**src/rtl/alu_pkg.sv**
```systemverilog
// Shared definitions for the two-requester ALU arbiter: data width, opcodes,
// FSM state type, request/response records and the ALU evaluation function.
package alu_pkg;

  localparam int DW   = 4;
  localparam int NREQ = 2;

  localparam logic [2:0] OP_ADD = 3'b000;
  localparam logic [2:0] OP_SUB = 3'b001;
  localparam logic [2:0] OP_AND = 3'b010;
  localparam logic [2:0] OP_OR  = 3'b011;
  localparam logic [2:0] OP_XOR = 3'b100;

  typedef enum logic {IDLE = 1'b0, HOLD = 1'b1} state_t;

  typedef struct packed {
    logic [2:0]    op;
    logic [DW-1:0] a;
    logic [DW-1:0] b;
  } alu_req_t;

  typedef struct packed {
    logic          id;
    logic [DW-1:0] result;
    logic          carry;
    logic          zero;
  } alu_rsp_t;

  // Returns {carry, result}; the subtract carry is the borrow out of the 5-bit difference.
  function automatic logic [DW:0] alu_eval(input alu_req_t r);
    logic [DW:0] res;
    res = '0;
    case (r.op)
      OP_ADD:  res = {1'b0, r.a} + {1'b0, r.b};
      OP_SUB:  res = {1'b0, r.a} - {1'b0, r.b};
      OP_AND:  res = {1'b0, r.a & r.b};
      OP_OR:   res = {1'b0, r.a | r.b};
      OP_XOR:  res = {1'b0, r.a ^ r.b};
      default: res = '0;
    endcase
    return res;
  endfunction

endpackage

```
**src/rtl/alu_rr_arb.sv**
```systemverilog
// Two-way round-robin arbiter. Grant is combinational from req_valid and the
// priority pointer; the pointer moves only when a grant is issued (a grant in
// this block always coincides with a transfer since grant implies valid).
module alu_rr_arb
  import alu_pkg::*;
#(
  parameter int RR_INIT = 0
) (
  input  logic            clk,
  input  logic            rst_n,
  input  logic            en,
  input  logic [NREQ-1:0] req_valid,
  output logic [NREQ-1:0] grant
);

  // prio names the requester that wins a tie
  logic prio;

  // Pointer: after granting i, the other requester wins the next tie
  always_ff @(posedge clk or negedge rst_n) begin
    if (!rst_n)      prio <= RR_INIT[0];
    else if (|grant) prio <= grant[0];
  end

  // Grant: tie resolved by pointer, single requester granted unconditionally
  always_comb begin
    grant = '0;
    if (en) begin
      if (&req_valid) grant = prio ? 2'b10 : 2'b01;
      else            grant = req_valid;
    end
  end

endmodule

```
**src/rtl/alu_arbiter.sv**
```systemverilog
// Two requesters share one 4-bit ALU. One operation is accepted in IDLE, its
// registered result is held in HOLD until the consumer takes it.
// Optional feature: define ALU_ARBITER_OPCNT_EN to add the 8-bit op_count
// output counting completed responses.
module alu_arbiter
  import alu_pkg::*;
#(
  parameter int RR_INIT = 0
) (
  input  logic                 clk,
  input  logic                 rst_n,
  input  logic [NREQ-1:0]      req_valid,
  output logic [NREQ-1:0]      req_ready,
  input  logic [NREQ*DW-1:0]   req_a,
  input  logic [NREQ*DW-1:0]   req_b,
  input  logic [NREQ*3-1:0]    req_op,
  output logic                 rsp_valid,
  input  logic                 rsp_ready,
  output logic                 rsp_id,
  output logic [DW-1:0]        rsp_result,
  output logic                 rsp_carry,
`ifdef ALU_ARBITER_OPCNT_EN
  output logic [7:0]           op_count,
`endif
  output logic                 rsp_zero
);

  state_t                 state, state_nx;
  alu_req_t [NREQ-1:0]    lane_req;
  logic     [NREQ-1:0]    grant;
  logic                   xfer;
  logic                   sel_id;
  logic     [DW:0]        alu_out;
  alu_rsp_t               rsp_q;

  // Unpack the per-requester operand fields into lane records
  for (genvar i = 0; i < NREQ; i++) begin : g_lane
    assign lane_req[i] = '{op: req_op[3*i +: 3], a: req_a[DW*i +: DW], b: req_b[DW*i +: DW]};
  end

  // Arbitration is only offered in IDLE and out of reset, so req_ready is 0 while rst_n is low
  alu_rr_arb #(.RR_INIT(RR_INIT)) u_arb (
    .clk       (clk),
    .rst_n     (rst_n),
    .en        (rst_n && (state == IDLE)),
    .req_valid (req_valid),
    .grant     (grant)
  );

  assign req_ready = grant;
  assign xfer      = |(req_valid & grant);
  assign sel_id    = grant[1];
  assign alu_out   = alu_eval(lane_req[sel_id]);

  // State register
  always_ff @(posedge clk or negedge rst_n) begin
    if (!rst_n) state <= IDLE;
    else        state <= state_nx;
  end

  // Next state: accept in IDLE, release on consumer handshake (no same-cycle regrant)
  always_comb begin
    state_nx = state;
    case (state)
      IDLE:    if (xfer)      state_nx = HOLD;
      HOLD:    if (rsp_ready) state_nx = IDLE;
      default: state_nx = IDLE;
    endcase
  end

  // Response register: captured on transfer, frozen through HOLD
  always_ff @(posedge clk or negedge rst_n) begin
    if (!rst_n) rsp_q <= '0;
    else if (xfer) begin
      rsp_q.id     <= sel_id;
      rsp_q.result <= alu_out[DW-1:0];
      rsp_q.carry  <= alu_out[DW];
      rsp_q.zero   <= (alu_out[DW-1:0] == '0);
    end
  end

  assign rsp_valid  = (state == HOLD);
  assign rsp_id     = rsp_q.id;
  assign rsp_result = rsp_q.result;
  assign rsp_carry  = rsp_q.carry;
  assign rsp_zero   = rsp_q.zero;

`ifdef ALU_ARBITER_OPCNT_EN
  // Completed-response counter, wraps naturally at 8 bits
  always_ff @(posedge clk or negedge rst_n) begin
    if (!rst_n)                  op_count <= '0;
    else if (rsp_valid && rsp_ready) op_count <= op_count + 8'd1;
  end
`endif

endmodule

```
**config.mk**
```make
export PLATFORM = sky130hd
export DESIGN_NAME = alu_arbiter
export DESIGN_NICKNAME = d
export VERILOG_FILES = /design/src/rtl/alu_pkg.sv /design/src/rtl/alu_rr_arb.sv /design/src/rtl/alu_arbiter.sv
export SDC_FILE = /design/constraint.sdc
export NUM_CORES = 1
export LEC_CHECK = 0
export CORE_MARGIN = 3
export CORE_UTILIZATION = 38
export CTS_CLUSTER_DIAMETER = 120
export CTS_CLUSTER_SIZE = 12
export DETAILED_ROUTE_END_ITERATION = 10
export MAX_ROUTING_LAYER = met4
export PLACE_DENSITY = 0.74
export SYNTH_ARGS = -nofsm -noshare
export SYNTH_HDL_FRONTEND = slang
export SYNTH_SLANG_ARGS = --single-unit
```
**constraint.sdc**
```tcl
create_clock -name clk -period 3.68 [get_ports clk]
set_input_delay 0.92 -clock clk [delete_from_list [all_inputs] [get_ports clk]]
set_output_delay 0.92 -clock clk [all_outputs]
set_load 0.05 [all_outputs]
```
Figure 1. Clock wiring as the flow saved it.
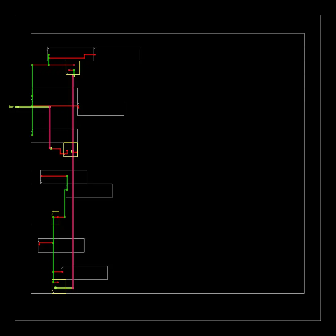
clk_lat worst skew: 0.27 ns
clock tree sinks: 9
Clock group: 0.0000777 W

==> impl_metrics.json <==
{
  "ys_types": 41,
  "crit_fanout": 6,
  "comb_area_share_pct": 47.14,
  "synth_stat.cells": 130,
  "path_clk_slew_ns": 0.06,
  "postCtsSetupBuffers": 6,
  "lay_top_cells": "buf_4 (38), clkdlybuf4s50_1 (32), inv_1 (12)",
  "period_needed_ns": 3.584,
  "core_um2": 2805,
  "num-nonclk-inverters": 13,
  "area_growth_pct": 68.83,
  "crit_path_start": "req_valid[0]",
  "top_cells_by_count": "inv_1 (13), mux2i_1 (12), a21oi_1 (10)",
  "wl_per_cell_um": 15.86,
  "grt_overflow": 0,
  "postSynthSeqShare_pct": 19.76,
  "synthMuxAreaShare_pct": 15.48,
  "crit_end": "rsp_zero$_DFFE_PN0P_",
  "holdCritStartpoint": "rsp_id$_DFFE_PN0P_",
  "setup_viol": 0,
  "use_met2_pct": 38.63,
  "adder_share_pct": 11.64,
  "cts_max_level": 1,
  "power_leader": "combinational cells",
  "path_cells": "clkdlybuf4s50_1 -> nand2b_1 -> and2_4 -> buf_8 -> mux2i_4 -> nor2_2 -> xor2_2 -> buf_4 -> fa_2 -> xnor2_2 -> nor2_1 -> a2111o_1 -> o41ai_2",
  "grt_max_degree": 13,
  "async_flop_share_pct": 100.0,
  "dpl.cell_count": 226,
  "seq_power_share_pct": 21.0,
  "crit_arrival_ns": 3.74,
  "clkPwrFrac_pct": 11.5,
  "warning_count": 28,
  "fmax_mhz": 279.0,
  "stdcell_count": 236,
  "edf_count": 0,
  "synth_top_area_share_pct": 19.76,
  "syn_inst": 130,
  "busiest_layer": "met2",
  "status": "finished clean",
  "p_int_w": 0.0003817,
  "seq_share_pct": 11.70,
  "nClkBuffers": 4,
  "r2r_end": "rsp_zero$_DFFE_PN0P_",
  "cp_top_family": "buffers and inverters",
  "grt_antenna_before_repair": 0,
  "largest_reg_flops": 4,
  "taps": 31,
  "hpwlAfterDp_um": 2969,
  "fp_nets": 167,
  "grt_use_met1_pct": 25.10,
  "wl_met2_um": 1875,
  "comb-power_w": 0.000458,
  "maxCapViolCount": 0,
  "chipArea_um2": 3693,
  "seqCellArea_um2": 225.2,
  "antenna_cells": 0,
  "finalCritPeriodShare_pct": 97.38,
  "fp-row-count": 19,
  "dominantRegCellSynth": "dfrtp_1",
  "grt_pass1_wl_um": 6037,
  "design_area_um2": 1924,
  "buffers": 75,
  "ant_nets": 0,
  "tns_ns": 0,
  "timing.final.ws_setup_ns": 0.09625,
  "layout_top_cell": "buf_4",
  "cts_tree": "built",
  "cts_resized": 11,
  "top_cell": "inv_1",
  "cellLeakagePower_nw": 0.8820,
  "finalClockSkew_ns": 0.004388,
  "slowest_delay_ns": 0.42,
  "yosys_area_um2": 1140,
  "topCombFamilyByArea": "AND-OR/OR-AND gates",
  "cp.depth": 13,
  "required_ns": 3.84,
  "m1WireLength_um": 1456,
  "numPortBuffers": 36,
  "p_per_area_nw_per_um2": 352.6,
  "die_y_um": 60.77,
  "logic_area_um2": 907.1,
  "cts_buffers": 3,
  "post-place-ws_ns": -0.4890,
  "holdPathStages": 1,
  "vdd.ir_drop.worst_mv": 0.4127,
  "die.size.x_um": 60.77,
  "fp_util_pct": 40.63,
  "hold_viol_final": 0,
  "synthesis.area_um2": 1140,
  "seq_power_w": 0.000143,
  "placed_area_um2": 1759,
  "drc": 0,
  "tightest_slew_ns": 0.5084,
  "yosysWarnings": 0,
  "drive_gt1_share_pct": 35.12,
  "switching_power_w": 0.0002968,
  "cts-root-buf": "clkbuf_4",
  "path_buffers": 3,
  "final-clk-cell-share_pct": 1.365,
  "grt_util_met3_pct": 1.277,
  "top_layer": "met4",
  "top_cells_by_area": "dfrtp_1 (20%), mux2i_1 (11%), ha_1 (9.9%), a21oi_1 (4.4%), inv_1 (4.3%)",
  "comb_cells": 104,
  "flops": 9,
  "layout.nonclk_buf_share_pct": 35.24,
  "cts_hold_buf": 0,
  "slew_viol_final": 0
}
Figure 2. Metal 3.
Cells faint in the background.
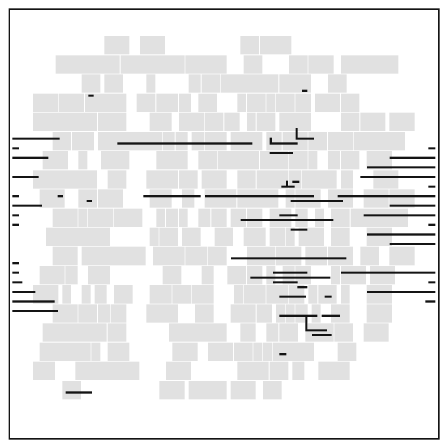
longest straight run: 18.9 um
main direction: horizontal

No activity file was given, so power comes from the tool's default toggle rates.
